### Sequential cells colored by netlist name, run 1

Other sequential cells in the stronger gray, the rest of the logic in the fainter gray.
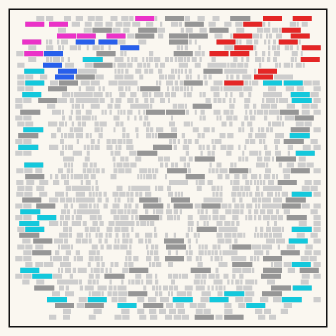
### Signal wires on met3, run 1

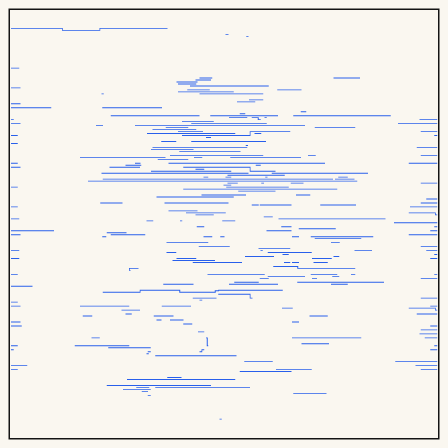
### I/O pins on the die edge, run 1

Pins as bars across the die edge, other pins in gray.
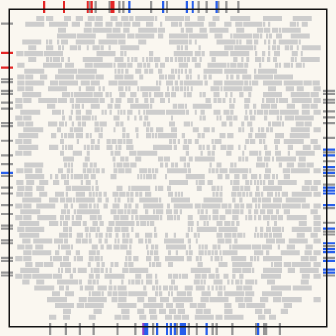
### Routed metal, one color a layer, run 1

Only two layers are drawn.
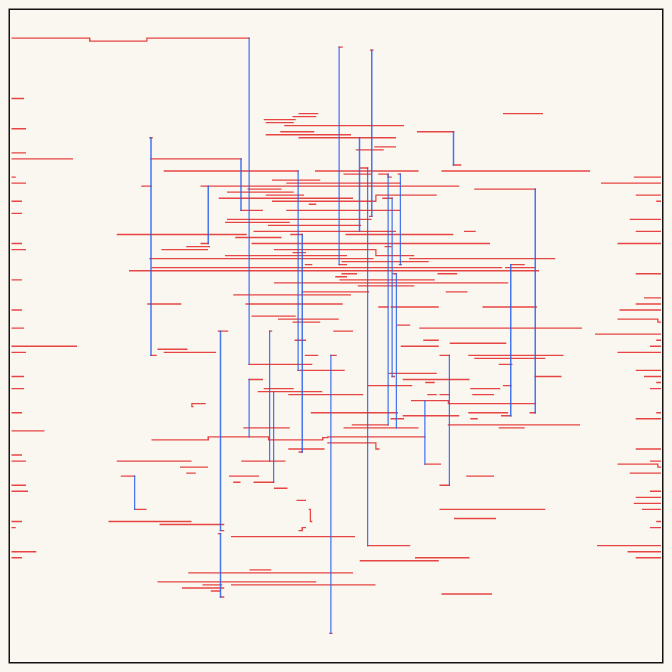
<file path="src/rtl/fm_pkg.sv">
// Shared types and constants for the FSK frame sequencer and its timer.
package fm_pkg;

  localparam int unsigned PHASE_WIDTH = 32;

  // NCO phase increments at a 50 MHz clock
  localparam logic [PHASE_WIDTH-1:0] INC_5M00 = 32'd429496730;
  localparam logic [PHASE_WIDTH-1:0] INC_5M05 = 32'd433791697;
  localparam logic [PHASE_WIDTH-1:0] INC_4M95 = 32'd425201762;
  localparam logic [PHASE_WIDTH-1:0] INC_10M  = 32'd858993459;

  typedef enum logic [1:0] {
    IDLE     = 2'd0,
    PREAMBLE = 2'd1,
    DATA     = 2'd2,
    TAIL     = 2'd3
  } fsk_state_e;

endpackage

</file>
<file path="src/rtl/fsk_frame_sequencer_if.sv">
// Byte stream handshake into the FSK frame sequencer.
interface fsk_frame_sequencer_if;
  logic [7:0] byte_data_i;
  logic       byte_last_i;
  logic       byte_valid_i;
  logic       byte_ready_o;

  modport master (
    output byte_data_i,
    output byte_last_i,
    output byte_valid_i,
    input  byte_ready_o
  );

  modport slave (
    input  byte_data_i,
    input  byte_last_i,
    input  byte_valid_i,
    output byte_ready_o
  );
endinterface

</file>
<file path="src/rtl/fsk_frame_sequencer_baud_timer.sv">
// Bit-period counter: runs 0..BAUD_DIV-1, o_strobe marks the last cycle of a bit.
module baud_timer
  import fm_pkg::*;
#(
  parameter int unsigned BAUD_DIV = 50000
) (
  input  logic clk,
  input  logic reset_i,
  input  logic i_restart,
  output logic o_strobe
);

  localparam int unsigned CNT_W = (BAUD_DIV > 2) ? $clog2(BAUD_DIV) : 1;
  localparam logic [CNT_W-1:0] CNT_LAST = CNT_W'(BAUD_DIV - 1);

  logic [CNT_W-1:0] r_cnt;

  // Free-running bit counter, held at zero while restart is asserted
  always_ff @(posedge clk or posedge reset_i) begin
    if (reset_i) begin
      r_cnt <= '0;
    end else if (i_restart || (r_cnt == CNT_LAST)) begin
      r_cnt <= '0;
    end else begin
      r_cnt <= r_cnt + 1'b1;
    end
  end

  assign o_strobe = (r_cnt == CNT_LAST);

endmodule

</file>
<file path="src/rtl/fsk_frame_sequencer.sv">
// Framed binary-FSK controller driving the TX NCO phase increment.
module fsk_frame_sequencer
#(
  parameter int unsigned PHASE_WIDTH   = fm_pkg::PHASE_WIDTH,
  parameter int unsigned BAUD_DIV      = 50000,
  parameter int unsigned PREAMBLE_BITS = 16,
  parameter int unsigned TAIL_BITS     = 8,
  parameter logic [PHASE_WIDTH-1:0] DEFAULT_CENTER = fm_pkg::INC_5M00,
  parameter logic [PHASE_WIDTH-1:0] DEFAULT_DEV    = 4294967
) (
  input  logic                   clk,
  input  logic                   reset_i,
  input  logic [PHASE_WIDTH-1:0] cfg_center_i,
  input  logic [PHASE_WIDTH-1:0] cfg_dev_i,
  input  logic                   cfg_load_i,
  fsk_frame_sequencer_if.slave   byte_if,
  input  logic                   abort_i,
  output logic [PHASE_WIDTH-1:0] phi_inc_o,
  output logic                   carrier_en_o,
  output logic                   bit_strobe_o,
  output logic                   busy_o,
  output logic                   underrun_o
);

  import fm_pkg::*;

  localparam int unsigned BITS_MAX_PT = (PREAMBLE_BITS > TAIL_BITS) ? PREAMBLE_BITS : TAIL_BITS;
  localparam int unsigned BITS_MAX    = (BITS_MAX_PT > 8) ? BITS_MAX_PT : 8;
  localparam int unsigned BIT_W       = $clog2(BITS_MAX);
  localparam logic [BIT_W-1:0] PRE_LAST  = BIT_W'(PREAMBLE_BITS - 1);
  localparam logic [BIT_W-1:0] TAIL_LAST = BIT_W'(TAIL_BITS - 1);
  localparam logic [BIT_W-1:0] DATA_LAST = BIT_W'(7);

  fsk_state_e             r_state;
  logic [PHASE_WIDTH-1:0] r_center;
  logic [PHASE_WIDTH-1:0] r_dev;
  logic                   r_buf_full;
  logic [7:0]             r_buf_data;
  logic                   r_buf_last;
  logic [6:0]             r_shift;     // remaining data bits, next bit in [0]
  logic                   r_cur_last;
  logic [BIT_W-1:0]       r_bit_cnt;
  logic                   r_abort_pend;
  logic [PHASE_WIDTH-1:0] r_phi;
  logic                   r_carrier;
  logic                   r_strobe;
  logic                   r_underrun;

  logic [PHASE_WIDTH-1:0] w_mark;
  logic [PHASE_WIDTH-1:0] w_space;
  logic                   w_accept;
  logic                   w_tc;
  logic                   w_end;
  logic                   w_abort;

  assign w_mark   = r_center + r_dev;
  assign w_space  = r_center - r_dev;
  assign w_accept = byte_if.byte_valid_i && !r_buf_full;
  assign w_end    = w_tc && (r_state != IDLE);
  assign w_abort  = r_abort_pend || abort_i;

  baud_timer #(
    .BAUD_DIV (BAUD_DIV)
  ) u_baud_timer (
    .clk       (clk),
    .reset_i   (reset_i),
    .i_restart (r_state == IDLE),
    .o_strobe  (w_tc)
  );

  // Frame FSM together with holding buffer, config registers and registered outputs
  always_ff @(posedge clk or posedge reset_i) begin
    if (reset_i) begin
      r_state      <= IDLE;
      r_center     <= DEFAULT_CENTER;
      r_dev        <= DEFAULT_DEV;
      r_buf_full   <= 1'b0;
      r_buf_data   <= '0;
      r_buf_last   <= 1'b0;
      r_shift      <= '0;
      r_cur_last   <= 1'b0;
      r_bit_cnt    <= '0;
      r_abort_pend <= 1'b0;
      r_phi        <= DEFAULT_CENTER;
      r_carrier    <= 1'b0;
      r_strobe     <= 1'b0;
      r_underrun   <= 1'b0;
    end else begin
      r_strobe <= 1'b0;
      if (w_accept) begin
        r_buf_full <= 1'b1;
        r_buf_data <= byte_if.byte_data_i;
        r_buf_last <= byte_if.byte_last_i;
      end
      case (r_state)
        IDLE: begin
          r_abort_pend <= 1'b0;
          r_phi        <= r_center;
          if (cfg_load_i) begin
            r_center <= cfg_center_i;
            r_dev    <= cfg_dev_i;
          end
          if (r_buf_full) begin
            r_state    <= PREAMBLE;
            r_phi      <= w_mark;
            r_carrier  <= 1'b1;
            r_strobe   <= 1'b1;
            r_underrun <= 1'b0;
            r_bit_cnt  <= '0;
          end
        end
        PREAMBLE, DATA: begin
          if (abort_i) r_abort_pend <= 1'b1;
          if (w_end) begin
            r_strobe <= 1'b1;
            if (w_abort) begin
              // Buffered byte is discarded, even one accepted on this very edge
              r_abort_pend <= 1'b0;
              r_buf_full   <= 1'b0;
              r_state      <= TAIL;
              r_bit_cnt    <= '0;
              r_phi        <= w_mark;
            end else if ((r_state == PREAMBLE) && (r_bit_cnt != PRE_LAST)) begin
              r_bit_cnt <= r_bit_cnt + 1'b1;
              r_phi     <= r_bit_cnt[0] ? w_mark : w_space;
            end else if ((r_state == DATA) && (r_bit_cnt != DATA_LAST)) begin
              r_bit_cnt <= r_bit_cnt + 1'b1;
              r_shift   <= {1'b0, r_shift[6:1]};
              r_phi     <= r_shift[0] ? w_mark : w_space;
            end else if ((r_state == PREAMBLE) || (!r_cur_last && r_buf_full)) begin
              r_state    <= DATA;
              r_shift    <= r_buf_data[7:1];
              r_cur_last <= r_buf_last;
              r_buf_full <= 1'b0;
              r_bit_cnt  <= '0;
              r_phi      <= r_buf_data[0] ? w_mark : w_space;
            end else begin
              if (!r_cur_last) r_underrun <= 1'b1;
              r_state   <= TAIL;
              r_bit_cnt <= '0;
              r_phi     <= w_mark;
            end
          end
        end
        TAIL: begin
          r_abort_pend <= 1'b0;
          if (w_end) begin
            if (r_bit_cnt == TAIL_LAST) begin
              r_state   <= IDLE;
              r_phi     <= r_center;
              r_carrier <= 1'b0;
              r_bit_cnt <= '0;
            end else begin
              r_bit_cnt <= r_bit_cnt + 1'b1;
              r_phi     <= w_mark;
              r_strobe  <= 1'b1;
            end
          end
        end
        default: r_state <= IDLE;
      endcase
    end
  end

  assign byte_if.byte_ready_o = !r_buf_full;
  assign phi_inc_o    = r_phi;
  assign carrier_en_o = r_carrier;
  assign bit_strobe_o = r_strobe;
  assign busy_o       = (r_state != IDLE);
  assign underrun_o   = r_underrun;

endmodule

</file>
<file path="src/flat_wrapper.sv">
// flat-port wrapper written by rule: the top's interface ports become plain ports
module fsk_frame_sequencer_flat import fm_pkg::*;
#(
  parameter int unsigned PHASE_WIDTH   = fm_pkg::PHASE_WIDTH,
  parameter int unsigned BAUD_DIV      = 50000,
  parameter int unsigned PREAMBLE_BITS = 16,
  parameter int unsigned TAIL_BITS     = 8,
  parameter logic [PHASE_WIDTH-1:0] DEFAULT_CENTER = fm_pkg::INC_5M00,
  parameter logic [PHASE_WIDTH-1:0] DEFAULT_DEV    = 4294967
)
  (clk, reset_i, cfg_center_i, cfg_dev_i, cfg_load_i, abort_i, phi_inc_o, carrier_en_o, bit_strobe_o, busy_o, underrun_o, byte_if_byte_data_i, byte_if_byte_last_i, byte_if_byte_valid_i, byte_if_byte_ready_o);
  fsk_frame_sequencer_if byte_if_i ();
  input  logic clk;
  input  logic reset_i;
  input  logic [PHASE_WIDTH-1:0] cfg_center_i;
  input  logic [PHASE_WIDTH-1:0] cfg_dev_i;
  input  logic cfg_load_i;
  input  logic abort_i;
  output logic [PHASE_WIDTH-1:0] phi_inc_o;
  output logic carrier_en_o;
  output logic bit_strobe_o;
  output logic busy_o;
  output logic underrun_o;
  input wire logic [$bits(byte_if_i.byte_data_i)-1:0] byte_if_byte_data_i;
  input wire logic [$bits(byte_if_i.byte_last_i)-1:0] byte_if_byte_last_i;
  input wire logic [$bits(byte_if_i.byte_valid_i)-1:0] byte_if_byte_valid_i;
  output wire logic [$bits(byte_if_i.byte_ready_o)-1:0] byte_if_byte_ready_o;
  assign byte_if_i.byte_data_i = byte_if_byte_data_i;
  assign byte_if_i.byte_last_i = byte_if_byte_last_i;
  assign byte_if_i.byte_valid_i = byte_if_byte_valid_i;
  assign byte_if_byte_ready_o = byte_if_i.byte_ready_o;
  fsk_frame_sequencer #(.PHASE_WIDTH(PHASE_WIDTH), .BAUD_DIV(BAUD_DIV), .PREAMBLE_BITS(PREAMBLE_BITS), .TAIL_BITS(TAIL_BITS), .DEFAULT_CENTER(DEFAULT_CENTER), .DEFAULT_DEV(DEFAULT_DEV)) u_core (.clk(clk), .reset_i(reset_i), .cfg_center_i(cfg_center_i), .cfg_dev_i(cfg_dev_i), .cfg_load_i(cfg_load_i), .byte_if(byte_if_i), .abort_i(abort_i), .phi_inc_o(phi_inc_o), .carrier_en_o(carrier_en_o), .bit_strobe_o(bit_strobe_o), .busy_o(busy_o), .underrun_o(underrun_o));
endmodule
</file>
<file path="config.mk">
export PLATFORM = sky130hd
export DESIGN_NAME = fsk_frame_sequencer_flat
export DESIGN_NICKNAME = d
export VERILOG_FILES = /design/src/rtl/fm_pkg.sv /design/src/rtl/fsk_frame_sequencer_if.sv /design/src/rtl/fsk_frame_sequencer_baud_timer.sv /design/src/rtl/fsk_frame_sequencer.sv /design/src/flat_wrapper.sv
export SDC_FILE = /design/constraint.sdc
export NUM_CORES = 1
export LEC_CHECK = 0
export CAP_MARGIN = 0
export CORE_MARGIN = 2
export CORE_UTILIZATION = 51
export DETAILED_ROUTE_END_ITERATION = 8
export PLACE_DENSITY_LB_ADDON = 0.08
export SYNTH_ARGS = -nofsm -noshare
export SYNTH_HDL_FRONTEND = slang
export SYNTH_SLANG_ARGS = --single-unit
</file>
<file path="constraint.sdc">
create_clock -name clk -period 13.27 [get_ports clk]
set_clock_uncertainty 0.05 [all_clocks]
set_input_delay 1.9905 -clock clk [delete_from_list [all_inputs] [get_ports clk]]
set_output_delay 1.9905 -clock clk [all_outputs]
set_load 0.005 [all_outputs]
</file>
==> run summary, run 1 <==
Notes on the physical implementation.

- In this run the top signal layer used is met4.
- The I/O pin count is 115, for reference.
- The worst hold slack is 0.409 ns, for reference.
- Looking at hold timing, the worst path starts from u_core.u_baud_timer.r_cnt[0].
- The chip area is 21500 µm², for reference.
- Per the CTS log, the maximum H-tree level is 4.
- The worst setup path is captured at a primary output.
- The internal power is 0.768 mW, for reference.
- Entering global routing, the biggest net connects 89 pins.
- The peak ir drop on the vdd network is 0.0961 mV, for reference.
- Per STA, the worst path accumulates the most delay in the family buffers and inverters.
- The aggregate global routing overflow is 0, for reference.
- The total tool warning count is 61, for reference.
- The share of the cycle needed by the critical path after routing is 36.8%, for reference.
- The register bit count reported by yosys is 140, for reference.
- The synthesized netlist devotes 15.4% of its cell area to simple gates.
- The core region area is 20100 µm², for reference.
- Traced cell by cell, the critical path runs through inv_1, ha_1, buf_4, clkinv_1, clkdlybuf4s50_1.
- In the final design database the tool counted 1422 nets.
- Looking at the power breakdown, combinational cells take 4.4% of the total.
- The initial antenna violation count was 0.
- The count of instantiated cells in the yosys netlist is 1191, for reference.
- Once routing completed, OpenROAD measured the worst setup slack at 8.39 ns.
- The top-area cell type share of the netlist area is 24.1%, for reference.
- The depth of the most critical reg-to-reg path is 9, for reference.
- The critical path's largest stage delay is 0.70 ns, for reference.
- The detailed route wirelength on metal3 is 2480 µm, for reference.
- The number of max-slew violations in the final report is 0, for reference.
- The cell count after placement is 1524, for reference.
- The detailed route wirelength on metal2 is 13600 µm, for reference.
- The post-synth net total is 1340, for reference.
- The placer congestion estimate is 0.966, for reference.
- The hold-fix buffer count after cts is 0, for reference.
- For met2 alone, demand over resource in global routing was 44.8%.
- For this run, the top clock speed supported by timing is 205 MHz.
- Counting instances, the worst hold path has a depth of 1.
- The largest non-sequential cell family by area is AND-OR/OR-AND gates, for reference.
- The total routed wire length on the met1 layer is 13900 µm, for reference.
- The sequential share of the synthesized area is 34.2%, for reference.
- During synthesis, Yosys emitted a total of 0 warnings.
- In this run the critical register-to-register path is launched from u_core.r_bit_cnt[0].
- On met1, the global router reports a usage of 41.0%.
- The commonest cells after synthesis are sky130_fd_sc_hd__nor2_1 (134), sky130_fd_sc_hd__dfrtp_1 (100), sky130_fd_sc_hd__nand2_1 (93).
- The clock root buffer is sky130_fd_sc_hd__clkbuf_16, for reference.
- Overall power consumption after layout is estimated at 1.00 mW.
- The clock edge transition at the registers on the reported setup and hold paths is 0.06 ns, for reference.
- The worst slew slack as a fraction of its limit is 43.2%, for reference.
- The total leakage power is 5.60 nW, for reference.
- The total power per unit cell area is 81.0 nW/µm², for reference.
- Setup repair after global routing left no endpoint under its margin.
- For reference, XOR and XNOR gates occupy 5.48% of the area reported after synthesis.
- The slowest stage of the critical path is the sky130_fd_sc_hd__clkinv_1 cell.
- The most frequent standard cell in the layout excluding fill and tap cells is sky130_fd_sc_hd__nor2_1, for reference.
- The worst path needs 4.88 ns of the cycle, external delays included.
- The share of flip-flops with an asynchronous set or reset after synthesis is 100%, for reference.
- The worst setup timing slack at the placement stage is 8.76 ns, for reference.
- In this run, post-CTS repair resized a total of 0 instances.
- Adding up every negative setup slack in the final design gives 0 ns.
- The worst hold path endpoint is u_core.u_baud_timer.r_cnt[0], for reference.
- Yosys reports the multiplexer fraction of the synthesized area as 9.68%.
- The average footprint of a synthesized cell is 8.72 µm², for reference.
- Yosys attributes the largest share of cell area to sky130_fd_sc_hd__dfrtp_1 (24%), sky130_fd_sc_hd__dfstp_2 (10%), sky130_fd_sc_hd__ha_1 (8.3%).
- The post-CTS setup-driven buffer insertion count is 0, for reference.
- The stat command in Yosys gives a chip area of 10400 µm².
- TritonCTS built the clock tree.
- The measured slew at the worst slew-check pin is 0.852 ns, for reference.
- Leaving out fill and tap cells, the most frequent cells in the layout are sky130_fd_sc_hd__nor2_1 (133), sky130_fd_sc_hd__clkdlybuf4s50_1 (114), sky130_fd_sc_hd__dfrtp_1 (100).
- The post-place instance area is 11700 µm², for reference.
- The number of clock sinks came to 140.
- Measured on the finished design, the core utilization comes to 61.4%.
- The ratio of routed vias to standard cells is 5.97, for reference.
- The critical path maximum fanout is 39.
- Summing every instance area after synthesis gives 10400 µm².
- The run finished with clean final reports.
- The effective utilization at floorplan is 51.7%, for reference.
- Together, buffers and inverters on the worst path number 4.
- The clock reaches the later pin of the worst-skew pair after 0.44 ns.
- The last element of the critical path is busy_o, for reference.
- The half-perimeter wire length after detailed placement is 22800 µm, for reference.
- The proportion of total power due to net switching is 23.2%, for reference.
- The critical path is of the flip-flop to primary output type.
- The worst hold path class is flip-flop to flip-flop, for reference.
- The final design area excluding fillers is 12300 µm², for reference.
- The sequential cell fraction of total power is 43.3%, for reference.
-- 'Sequential cells colored by netlist name' (at the start) --
- `u_core.u_baud_timer.r_cnt`: red (flops 16; where north-east)
- `u_core.r_buf_data`: magenta (flops 8; where north-west)
- `u_core.r_center`: cyan (flops 32; where all over the die)
- `u_core.r_shift`: blue (flops 7; where north-west)
- not colored: 77
share of cell area taken by flip-flops and latches: 28.8%
FF+latch area: 3550 µm²
seq pwr: 0.433 mW

-- 'Signal wires on met3' (at the start) --
- nets with wire on the layer: 177
- share of all routed wire: 8.0%
- wire length on this layer: 2480 µm
met3 demand-to-capacity share in global routing: 5.47%
routed vias: 9296
detailed-route wire length: 30900 µm

-- 'I/O pins on the die edge' (at the start) --
- `byte_if_byte_data_i`: red (pins 8; direction input; edge 6 north, 2 west)
- `byte_if_byte_ready_o`: purple (pins 1; direction output; edge south)
- `phi_inc_o`: blue (pins 32; direction output; edge 15 east, 11 south, 5 north, 1 west)
- all pins by edge: 35 east, 29 south, 28 west, 23 north
DIE HEIGHT: 147 µm
Port Buf Inserts: 114
overall die width: 147 µm

-- 'Routed metal, one color a layer' (at the start) --
- met3: red (wire length 2480 µm)
- met4: blue (wire length 912 µm)
global routing usage summed across all routing layers: 29.0%
Avg WL per Cell: 19.9 µm

[run 1: layout make-up]
| type | instances | area (µm²) |
|---|---|---|
| Fill cell | 1779 | 7750 |
| Multi-Input combinational cell | 923 | 6360 |
| Sequential cell | 140 | 3550 |
| Timing Repair Buffer | 123 | 1210 |
| Clock buffer | 19 | 453 |
| Tap cell | 270 | 338 |
| Inverter | 68 | 260 |
| Clock inverter | 13 | 179 |
[run 1: power by group through the flow]
stage / clock [mW] / combinational, mW / sequential [mW]
floorplan: 0 / 0.0165 / 0.440
global placement: 0 / 0.0443 / 0.440
detailed placement: 0 / 0.0445 / 0.440
CTS: 0.528 / 0.0448 / 0.433
global route: 0.546 / 0.0488 / 0.433
finish: 0.524 / 0.0440 / 0.433
### Routing congestion, run 1

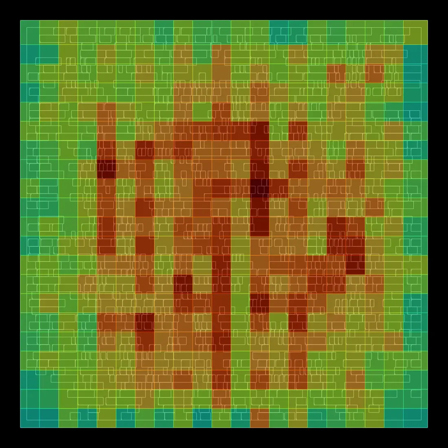

==> run 2, diff against run 1 <==
- clock period: 13.27 -> 4.5 ns (I/O delays scaled with it)
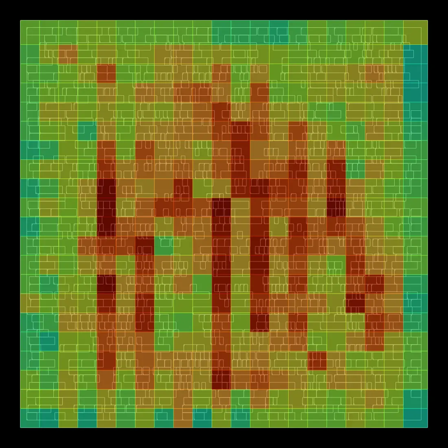
*Routing congestion, run 2*
highest-utilization routing layer at the global route stage: met2
met1 demand-to-capacity share in global routing: 43.9%
Avg WL per Cell: 20.9 µm
global routing usage on met2: 46.6%
share of the core filled with cells in the final layout: 61.6%

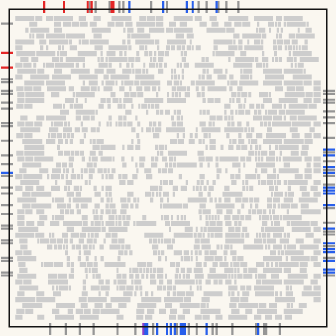
*I/O pins on the die edge, run 2*
Pins as bars across the die edge, other pins in gray.
- `byte_if_byte_data_i`: red (pins 8; direction input; edge 6 north, 2 west)
- `byte_if_byte_ready_o`: purple (pins 1; direction output; edge south)
- `phi_inc_o`: blue (pins 32; direction output; edge 15 east, 11 south, 5 north, 1 west)

==> run 2 against run 1 <==
  * Area after synthesis unchanged
  * Non-clock buffer count up 11
  * Register-to-register slack lost 8.6 ns
  * Die size unchanged
  * Utilization grew 0.16 points
  * Critical path depth is 4 higher
  * Sequential cell count unchanged
  * Total power grew to 2.8 times the previous value
  * Sequential share of layout area is 0.073 points lower
  * Combinational power increased to 3.0 times the previous value
  * Largest power group unchanged
  * Global-route usage rose by 1.5 points
==> run summary, run 2 <==
Notes on the physical implementation.

- The detailed router finished its first iteration with 817 violations.
- Counting distinct cell types in the post-synthesis netlist gives 76.
- The number of global-route vias before repair was 8904.
- The sequential cell fraction of total power is 45.9% (+2.6 points), for reference.
- The count of instantiated cells in the yosys netlist is 1191 (unchanged), for reference.
- The total leakage power is 5.63 nW (+0.42%), for reference.
- Counting stages on the worst path, the most repeated cell is sky130_fd_sc_hd__nor2_1.
- Counting buffers and inverters, the worst setup path is 9 cells deep.
- The clock edge transition at the registers on the reported setup and hold paths is 0.07 ns (about the same), for reference.
- At the worst endpoint, the required time is 4.77 ns.
- The first global-routing pass estimated 51100 µm of wire.
- The total inserted antenna cells is 0, for reference.
- The share of flip-flops with an asynchronous set or reset after synthesis came to 100% (unchanged).
- STA classifies the critical path endpoint as a flip-flop.
- The slowest cell on the critical path is sky130_fd_sc_hd__or3_1, for reference.
- The group drawing the most power is the clock network, for reference.
- The chip area is 21500 µm² (unchanged).
- The critical path's largest stage delay came to 0.68 ns (-0.02 ns).
- The worst hold slack came to 0.423 ns (+0.0140 ns).
- The cell count after placement is 1535 (+0.72%), for reference.
- The worst path arrival time is 4.11 ns, for reference.
- The maximum level of the CTS H-tree was 4 (unchanged).
- The post-place instance area is 11800 µm² (+0.88%), for reference.
- The post-CTS setup-driven buffer insertion count is 0 (unchanged), for reference.
- The layout overhead on the synthesized area is 19.1%, for reference.
- The worst hold path class is flip-flop to flip-flop, for reference.
- The upper clock frequency limit is 260 MHz, for reference.
- The half-perimeter wire length after detailed placement is 24600 µm (+7.7%).
- The total track usage came to 30.5% (+1.5 points).
- The startpoint of the worst hold path is u_core.phi_inc_o[4], for reference.
- The horizontal die dimension was 147 µm (unchanged).
- The number of nets in the final layout came to 1433 (+0.77%).
- The clock network burns 49.4% of the power.
- The sum of internal, switching and leakage power was 2.78 mW (+180%).
- The cell resize tally after clock tree synthesis is 0 (unchanged), for reference.
- The post-synthesis cell count is 1191, for reference.
- The detailed-route wire length is 32800 µm (+6.2%), for reference.
- Per the TritonCTS log, the buffer count is 17.
- The dominant register cell is sky130_fd_sc_hd__dfrtp_1, for reference.
- The hold-fix buffer count after cts is 0 (unchanged), for reference.
- The sequential share of the synthesized area is 34.2% (unchanged).
- The proportion of total power due to net switching is 25.0% (+1.8 points), for reference.
- The worst setup slack after layout is 0.656 ns (-7.73 ns), for reference.
- The number of warnings reported in the yosys synthesis log is 0 (unchanged), for reference.
- The measured slew at the worst slew-check pin came to 0.860 ns (+0.00844 ns).
- The height of the die is 147 µm (unchanged), for reference.
- The worst slew slack as a fraction of its limit came to 42.5% (-0.68 points).
- The peak ir drop on the vdd network is 0.196 mV (+100%), for reference.
- The maximum count of clock buffers along a single path is 2, for reference.
- The final-layout fill cell count is 1760 (-1.1%), for reference.
- The largest total area in the synthesized netlist belongs to sky130_fd_sc_hd__dfrtp_1.
- The final design area excluding fillers is 12400 µm² (+0.25%), for reference.
- The number of max-slew violations in the final report is 0 (unchanged), for reference.
- The yosys synthesis chip area is 10400 µm² (unchanged), for reference.
- The ratio of routed vias to standard cells is 6.04 (+1.1%), for reference.
- The combinational group power is 0.133 mW (+200%).
- The clock period could shrink to 3.84 ns.
- The number of sinks driven by the clock tree is 140 (unchanged), for reference.
- The tally of max-capacitance violations is 0, for reference.
- The internal reg-to-reg setup slack is 0.66 ns, for reference.
- The maximum number of pins on one net before global-route repair is 85 (-4.5%), for reference.
- STA classifies the critical path startpoint as a flip-flop.
- The maximum net fanout on the critical path is 16 (-59%).
- The finished layout holds 1567 standard cells, fillers aside.
- The initial antenna violation count is 0 (unchanged), for reference.
- The total net switching power is 0.696 mW, for reference.
- The number of enable flip-flop cells is 0, for reference.
- The post-route netlist has 15.0% of its cells at a drive strength greater than 1.
- For this run, the detailed router's first-pass iteration total came to 5.
- The top cell type in the final layout, fill and taps aside, is sky130_fd_sc_hd__nor2_1.
- The setup TNS after final layout was 0 ns (unchanged).
- Nets still carrying antenna violations after routing amount to 0.
- After synthesis, the cell types taking the most area are sky130_fd_sc_hd__dfrtp_1 (24%), sky130_fd_sc_hd__dfstp_2 (10%), sky130_fd_sc_hd__ha_1 (8.3%).
- The placer congestion estimate is 0.979 (+1.4%), for reference.
- The effective utilization at floorplan is 51.7% (unchanged), for reference.
- The signal on the critical path passes through ha_1, and3b_1, nor3b_1, o31ai_1, or3_1, nor2_1, a221o_1, a221oi_1, nor2_1.
- The clock-net power is 1.37 mW (+160%).
- In this run the worst setup path terminates at u_core.phi_inc_o[21].
- Setup repair after global routing left no endpoint under its margin.
- The synthesized cell area is 10400 µm² (unchanged).
- For reference, the top cells by count after synthesis are sky130_fd_sc_hd__nor2_1 (134), sky130_fd_sc_hd__dfrtp_1 (100), sky130_fd_sc_hd__nand2_1 (93).
- The launch point of the worst register-to-register path is recorded as u_core.r_bit_cnt[0].
- The core region area is 20100 µm² (unchanged), for reference.
- The average footprint of a synthesized cell is 8.72 µm² (unchanged), for reference.
- The cell with the most instances after synthesis is sky130_fd_sc_hd__nor2_1, for reference.
- The total power per unit cell area came to 225 nW/µm² (+180%).
- The kind of critical path is flip-flop to flip-flop, for reference.
- The internal power is 2.09 mW (+170%).
- The worst hold path cell count is 2 (+1), for reference.
- The kind of cell adding the most delay to the critical path is simple AND/OR/NAND/NOR gates, for reference.
- The total of endpoints with negative setup slack in the final report is 0, for reference.
- The total number of vias is 9461 (+1.8%), for reference.
- The DRC violation count after routing is 0, for reference.
- The top-area cell type share of the netlist area is 24.1% (unchanged).
- The TritonCTS clock tree is done, for reference.
- The register bit count reported by yosys is 140 (unchanged), for reference.
- The worst setup timing slack at the placement stage is 0.793 ns (-7.97 ns), for reference.
- The flow ran to the end, and the final reports show no timing, DRC or antenna violations.
- The sequential cell power is 1.28 mW (+200%), for reference.
- The I/O pin count is 115 (unchanged), for reference.
- The most critical setup path has its startpoint at u_core.r_bit_cnt[0].
- The floorplan has 52 rows.
- The total buffers and inverters traversed by the critical path was 0 (-4).
- The depth of the most critical reg-to-reg path came to 9 (unchanged).
- The path with the worst hold slack has its endpoint at u_core.phi_inc_o[4].
- The post-synth net total was 1340 (unchanged).
- The aggregate global routing overflow is 0 (unchanged), for reference.
- Per the timing report, the most critical flop-to-flop path finishes at u_core.phi_inc_o[21].
- The share of the cycle needed by the critical path after routing is 85.4%, for reference.
- The clock latency at the later pin of the worst-skew pair is 0.44 ns (about the same), for reference.
- The total tool warning count came to 61 (unchanged).
- The number of I/O port buffers is 114 (unchanged), for reference.
- The number of failing hold endpoints at the final stage is 0, for reference.
- CTS placed an instance of sky130_fd_sc_hd__clkbuf_16 at the clock tree root.
- Ranking logic cells in the layout by count gives the top entries sky130_fd_sc_hd__nor2_1 (133), sky130_fd_sc_hd__clkdlybuf4s50_1 (114), sky130_fd_sc_hd__dfrtp_1 (100).
- The combinational share of power is 4.8% (+0.4 points).
==> run 2: final cells by class <==
type | count | area, µm² | area share, %
multi-input cells | 923 | 6350 | 51.3
inverters | 68 | 260 | 2.10
flip-flops and latches | 140 | 3550 | 28.7
repair buffers | 134 | 1320 | 10.6
clock buffers | 18 | 439 | 3.55
clock inverters | 14 | 121 | 0.980
well taps | 270 | 338 | 2.73
==> run 2: cells by family after synthesis <==
logic type / share of synthesized area (%)
mux: 9.68
simple gates: 15.4
buf+inv: 4.78
xor+xnor: 5.48
flops: 34.2
fa+ha+maj: 8.69
compound gates: 21.8
==> run 2: metal layers <==
metal	track usage, %	vias to the layer above	part of all wire [%]
met5	0	-	0
met1	43.9	4554	45
met3	5.25	52	7.5
met4	10.6	0	2.6
met2	46.6	416	45
li1	-	4439	-
### Routed metal, one color a layer, run 2

Only two layers are drawn.
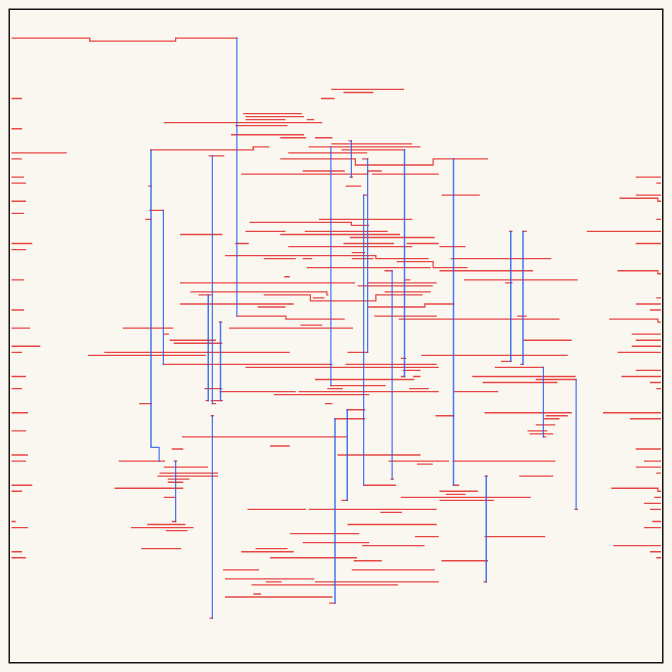

==> run 3, diff against run 2 <==
- CORE_UTILIZATION: 51 -> 58
- RECOVER_POWER: unset -> 100
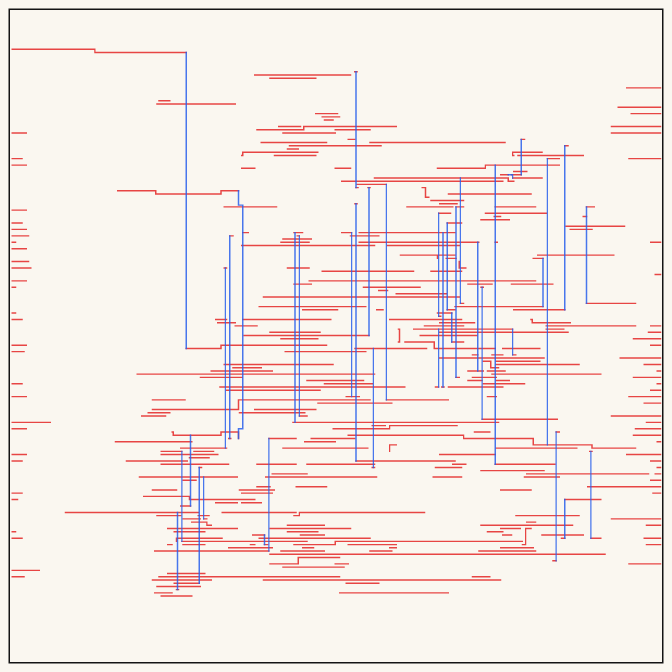
*Routed metal, one color a layer, run 3*
Only two layers are drawn.
- met3: red (wire length 3120 µm)
- met4: blue (wire length 1070 µm)
routed vias: 9738
detailed-route wire length: 32600 µm
Avg WL per Cell: 21.5 µm

==> run 3 against run 2 <==
  * The flow now finishes with violations (capacitance limit, slew limit)
  * Utilization is 9.2 points higher
  * Non-clock buffer count is 4 lower
  * Area after synthesis stayed put
  * Sequential power hardly changed
  * Final cell count is 3.1% lower
  * Register-to-register slack worse by 0.44 ns
  * Synthesized cell count stayed put
  * Setup slack worse by 0.44 ns
  * Wire length is 0.62% lower
  * Maximum frequency is 10% lower
  * Critical path depth is 1 higher
  * Total power is 7.5% higher
  * Critical path type unchanged
==> run summary, run 3 <==
Notes on the physical implementation.

- The top-area cell type share of the netlist area is 24.1% (unchanged), for reference.
- The effective utilization at floorplan came to 59.7% (+8.0 points).
- The detailed route wirelength on metal2 is 14500 µm (-1.6%), for reference.
- The I/O pin count came to 115 (unchanged).
- The measured slew at the worst slew-check pin was 2.05 ns (+1.19 ns).
- The slowest stage of the critical path is the sky130_fd_sc_hd__o21ai_0 cell.
- The startpoint type of the worst setup path is a flip-flop, for reference.
- The maximum level of the CTS H-tree was 4 (unchanged).
- The number of failing hold endpoints at the final stage is 0 (unchanged), for reference.
- The maximum number of pins on one net before global-route repair is 96 (+13%).
- The startpoint of the worst setup timing path is u_core.r_bit_cnt[0], for reference.
- The number of gates on the worst path with buffers counted is 10 (+1), for reference.
- The number of warnings reported in the yosys synthesis log is 0 (unchanged), for reference.
- Per the run report, area growth between synthesis and finish was 18.7%.
- The ratio of routed vias to standard cells is 6.42 (+6.3%), for reference.
- The most frequent standard cell in the layout excluding fill and tap cells is sky130_fd_sc_hd__nor2_1, for reference.
- The clock latency at the later pin of the worst-skew pair is 0.44 ns (about the same), for reference.
- The total buffers and inverters traversed by the critical path is 1 (+1).
- The worst hold slack is 0.419 ns (-0.00336 ns).
- The number of global-route vias before repair was 9167 (+3.0%).
- The cell resize tally after clock tree synthesis came to 0 (unchanged).
- The height of the die is 138 µm (-6.1%), for reference.
- The checks that failed: capacitance limit, slew limit.
- The worst hold path class is flip-flop to flip-flop, for reference.
- The number of I/O port buffers is 114 (unchanged), for reference.
- The highest metal layer with signal wires is met4, for reference.
- The capturing element type of the critical path is a flip-flop, for reference.
- The tally of max-capacitance violations is 1 (+1), for reference.
- The core region area came to 17400 µm² (-13%).
- The sum of internal, switching and leakage power is 2.99 mW (+7.5%), for reference.
- The maximum net fanout on the critical path is 15 (-1), for reference.
- The endpoint required time on the critical path was 4.79 ns (+0.02 ns).
- The register bit count reported by yosys is 140 (unchanged).
- The share of flip-flops with an asynchronous set or reset after synthesis is 100% (unchanged).
- The DRC violation count after routing came to 0 (unchanged).
- The sequential share of the synthesized area is 34.2% (unchanged), for reference.
- The worst hold path cell count is 1 (-1), for reference.
- The total leakage power is 5.66 nW (+0.54%).
- The global-route met2 utilization is 53.9% (+7.3 points), for reference.
- The number of placement rows is 48 (-7.7%), for reference.
- The yosys synthesis chip area is 10400 µm² (unchanged), for reference.
- The clock edge transition at the registers on the reported setup and hold paths is 0.08 ns (about the same), for reference.
- The flow ran to the end, but the final reports show violations.
- The hold-fix buffer count after cts was 0 (unchanged).
- The time the final worst path needs with I/O delays and setup is 4.29 ns (+0.442 ns), for reference.
- The share of the cycle needed by the critical path after routing is 95.2% (+9.8 points), for reference.
- The final cell utilization of the core was 70.8% (+9.2 points).
- The setup TNS after final layout is 0 ns (unchanged), for reference.
- The synthesis run shows the most used standard cells to be sky130_fd_sc_hd__nor2_1 (134), sky130_fd_sc_hd__dfrtp_1 (100), sky130_fd_sc_hd__nand2_1 (93).
- Setup repair after global routing left no endpoint under its margin.
- Summed over all instances, the cell type with the most area after synthesis is sky130_fd_sc_hd__dfrtp_1.
- The number of standard cells in the final layout excluding fillers is 1518 (-3.1%), for reference.
- The critical path is of the flip-flop to flip-flop type.
- The chip area is 19000 µm² (-12%), for reference.
- The worst setup timing slack at the placement stage was 0.267 ns (-0.526 ns).
- For this run, the leading register cell type out of synthesis is sky130_fd_sc_hd__dfrtp_1.
- The worst setup slack after layout is 0.214 ns (-0.442 ns), for reference.
- Leaving out fill and tap cells, the most frequent cells in the layout are sky130_fd_sc_hd__nor2_1 (133), sky130_fd_sc_hd__dfrtp_1 (100), sky130_fd_sc_hd__nand2_1 (93).
- By area the synthesized netlist is led by sky130_fd_sc_hd__dfrtp_1 (24%), sky130_fd_sc_hd__dfstp_2 (10%), sky130_fd_sc_hd__ha_1 (8.3%).
- The number of nets in the final layout is 1429 (-0.28%), for reference.
- The post-route antenna net violation count is 0 (unchanged), for reference.
- TritonCTS built the clock tree.
- STA lists the endpoint of the worst register-to-register path as u_core.phi_inc_o[8].
- The total power per unit cell area is 243 nW/µm² (+8.0%), for reference.
- Per STA, the worst path is made up of ha_1, and3b_1, nor3b_1, o31ai_2, nor3_1, buf_4, o21ai_0, a221o_1, o21ai_0, o21ai_0.
- The worst slew slack as a fraction of its limit is -37.0% (-80 points), for reference.
- The global-route wire length before repair is 50700 µm (-0.92%), for reference.
- The number of CTS-inserted buffers came to 17 (unchanged).
- The number of sinks driven by the clock tree is 140 (unchanged).
- The post-place instance area came to 11700 µm² (-0.84%).
- The peak ir drop on the vdd network is 0.330 mV (+69%), for reference.
- The last element of the critical path is u_core.phi_inc_o[8], for reference.
- The cell count after placement is 1486 (-3.2%), for reference.
- The critical path's most frequent cell is sky130_fd_sc_hd__o21ai_0, for reference.
- The aggregate global routing overflow is 0 (unchanged), for reference.
- The worst path arrival time is 4.58 ns (+0.47 ns), for reference.
- The placer congestion estimate is 1.05 (+7.6%), for reference.
- The busiest layer in global routing is met2, for reference.
- The kind of cell adding the most delay to the critical path is AND-OR/OR-AND gates, for reference.
- The initial antenna violation count came to 0 (unchanged).
- The total of endpoints with negative setup slack in the final report is 0 (unchanged), for reference.
- The total tool warning count is 61 (unchanged), for reference.
- The tally of unique sky130hd cells used after synthesis is 76 (unchanged), for reference.
- The number of DRC markers in iteration 0 is 1012 (+24%).
- The maximum count of clock buffers along a single path came to 2 (unchanged).
- The synthesized cell area came to 10400 µm² (unchanged).
- The post-synth net total is 1340 (unchanged).
- The number of max-slew violations in the final report is 96 (+96).
- The upper clock frequency limit is 233 MHz (-10%), for reference.
- The horizontal die dimension is 138 µm (-6.1%), for reference.
- The internal reg-to-reg setup slack is 0.21 ns (-0.44 ns), for reference.
- The total inserted antenna cells is 0 (unchanged).
- The cell sitting at the root of the clock tree is a sky130_fd_sc_hd__clkbuf_16.
- The first-pass iteration count of the detailed router came to 6 (+1).
- The share of layout cells above drive strength 1 is 14.2% (-0.88 points), for reference.
- The critical path's largest stage delay is 0.85 ns (+0.17 ns), for reference.
- The number of enable flip-flop cells came to 0 (unchanged).
- The half-perimeter wire length after detailed placement is 23700 µm (-3.8%), for reference.
- For this run the top cell type by instance count after synthesis was sky130_fd_sc_hd__nor2_1.
- The post-synthesis cell count is 1191 (unchanged), for reference.
- The average footprint of a synthesized cell was 8.72 µm² (unchanged).
- STA lists the startpoint of the worst register-to-register path as u_core.r_bit_cnt[0].
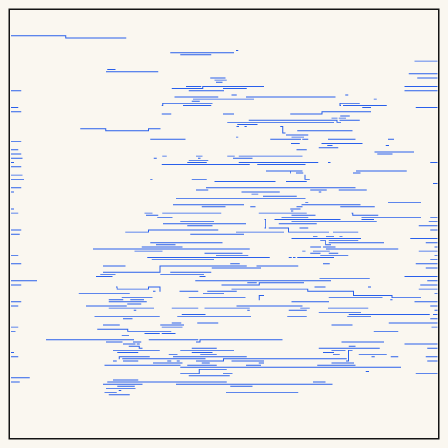
*Signal wires on met3, run 3*
- share of all routed wire: 9.6%
- main direction: horizontal
- nets with wire on the layer: 224
- wire length on this layer: 3120 µm
- longest straight run: 70.8 µm
met3 demand-to-capacity share in global routing: 8.15%

-- run 3: kinds of logic (layout without fill, tap and decap cells) --
logic type      count (synthesis)  in the layout  synth area share (%)
mux                            91             91                  9.68
flops                         140            140                  34.2
compound gates                344            344                  21.8
xor+xnor                       65             65                  5.48
fa+ha+maj                      71             71                  8.69
simple gates                  352            352                  15.4
buf+inv                       128            230                  4.78
-- run 3: final cells by class --
class                      instances  area [µm²]
multi-input combinational        923        6340
fill                            1387        5090
sequential                       140        3550
timing repair buffer             130        1250
clock buffer                      17         425
tap                              225         282
inverter                          68         259
clock inverter                    15         216
-- run 3: report_power, final --
part / total (mW) / switching [mW] / internal, mW
Sequential: 1.28 / 0.00602 / 1.27
Combinational: 0.136 / 0.0588 / 0.0769
Clock: 1.58 / 0.674 / 0.907
Total: 2.99 / 0.739 / 2.25
Power and IR drop assume default switching activity.
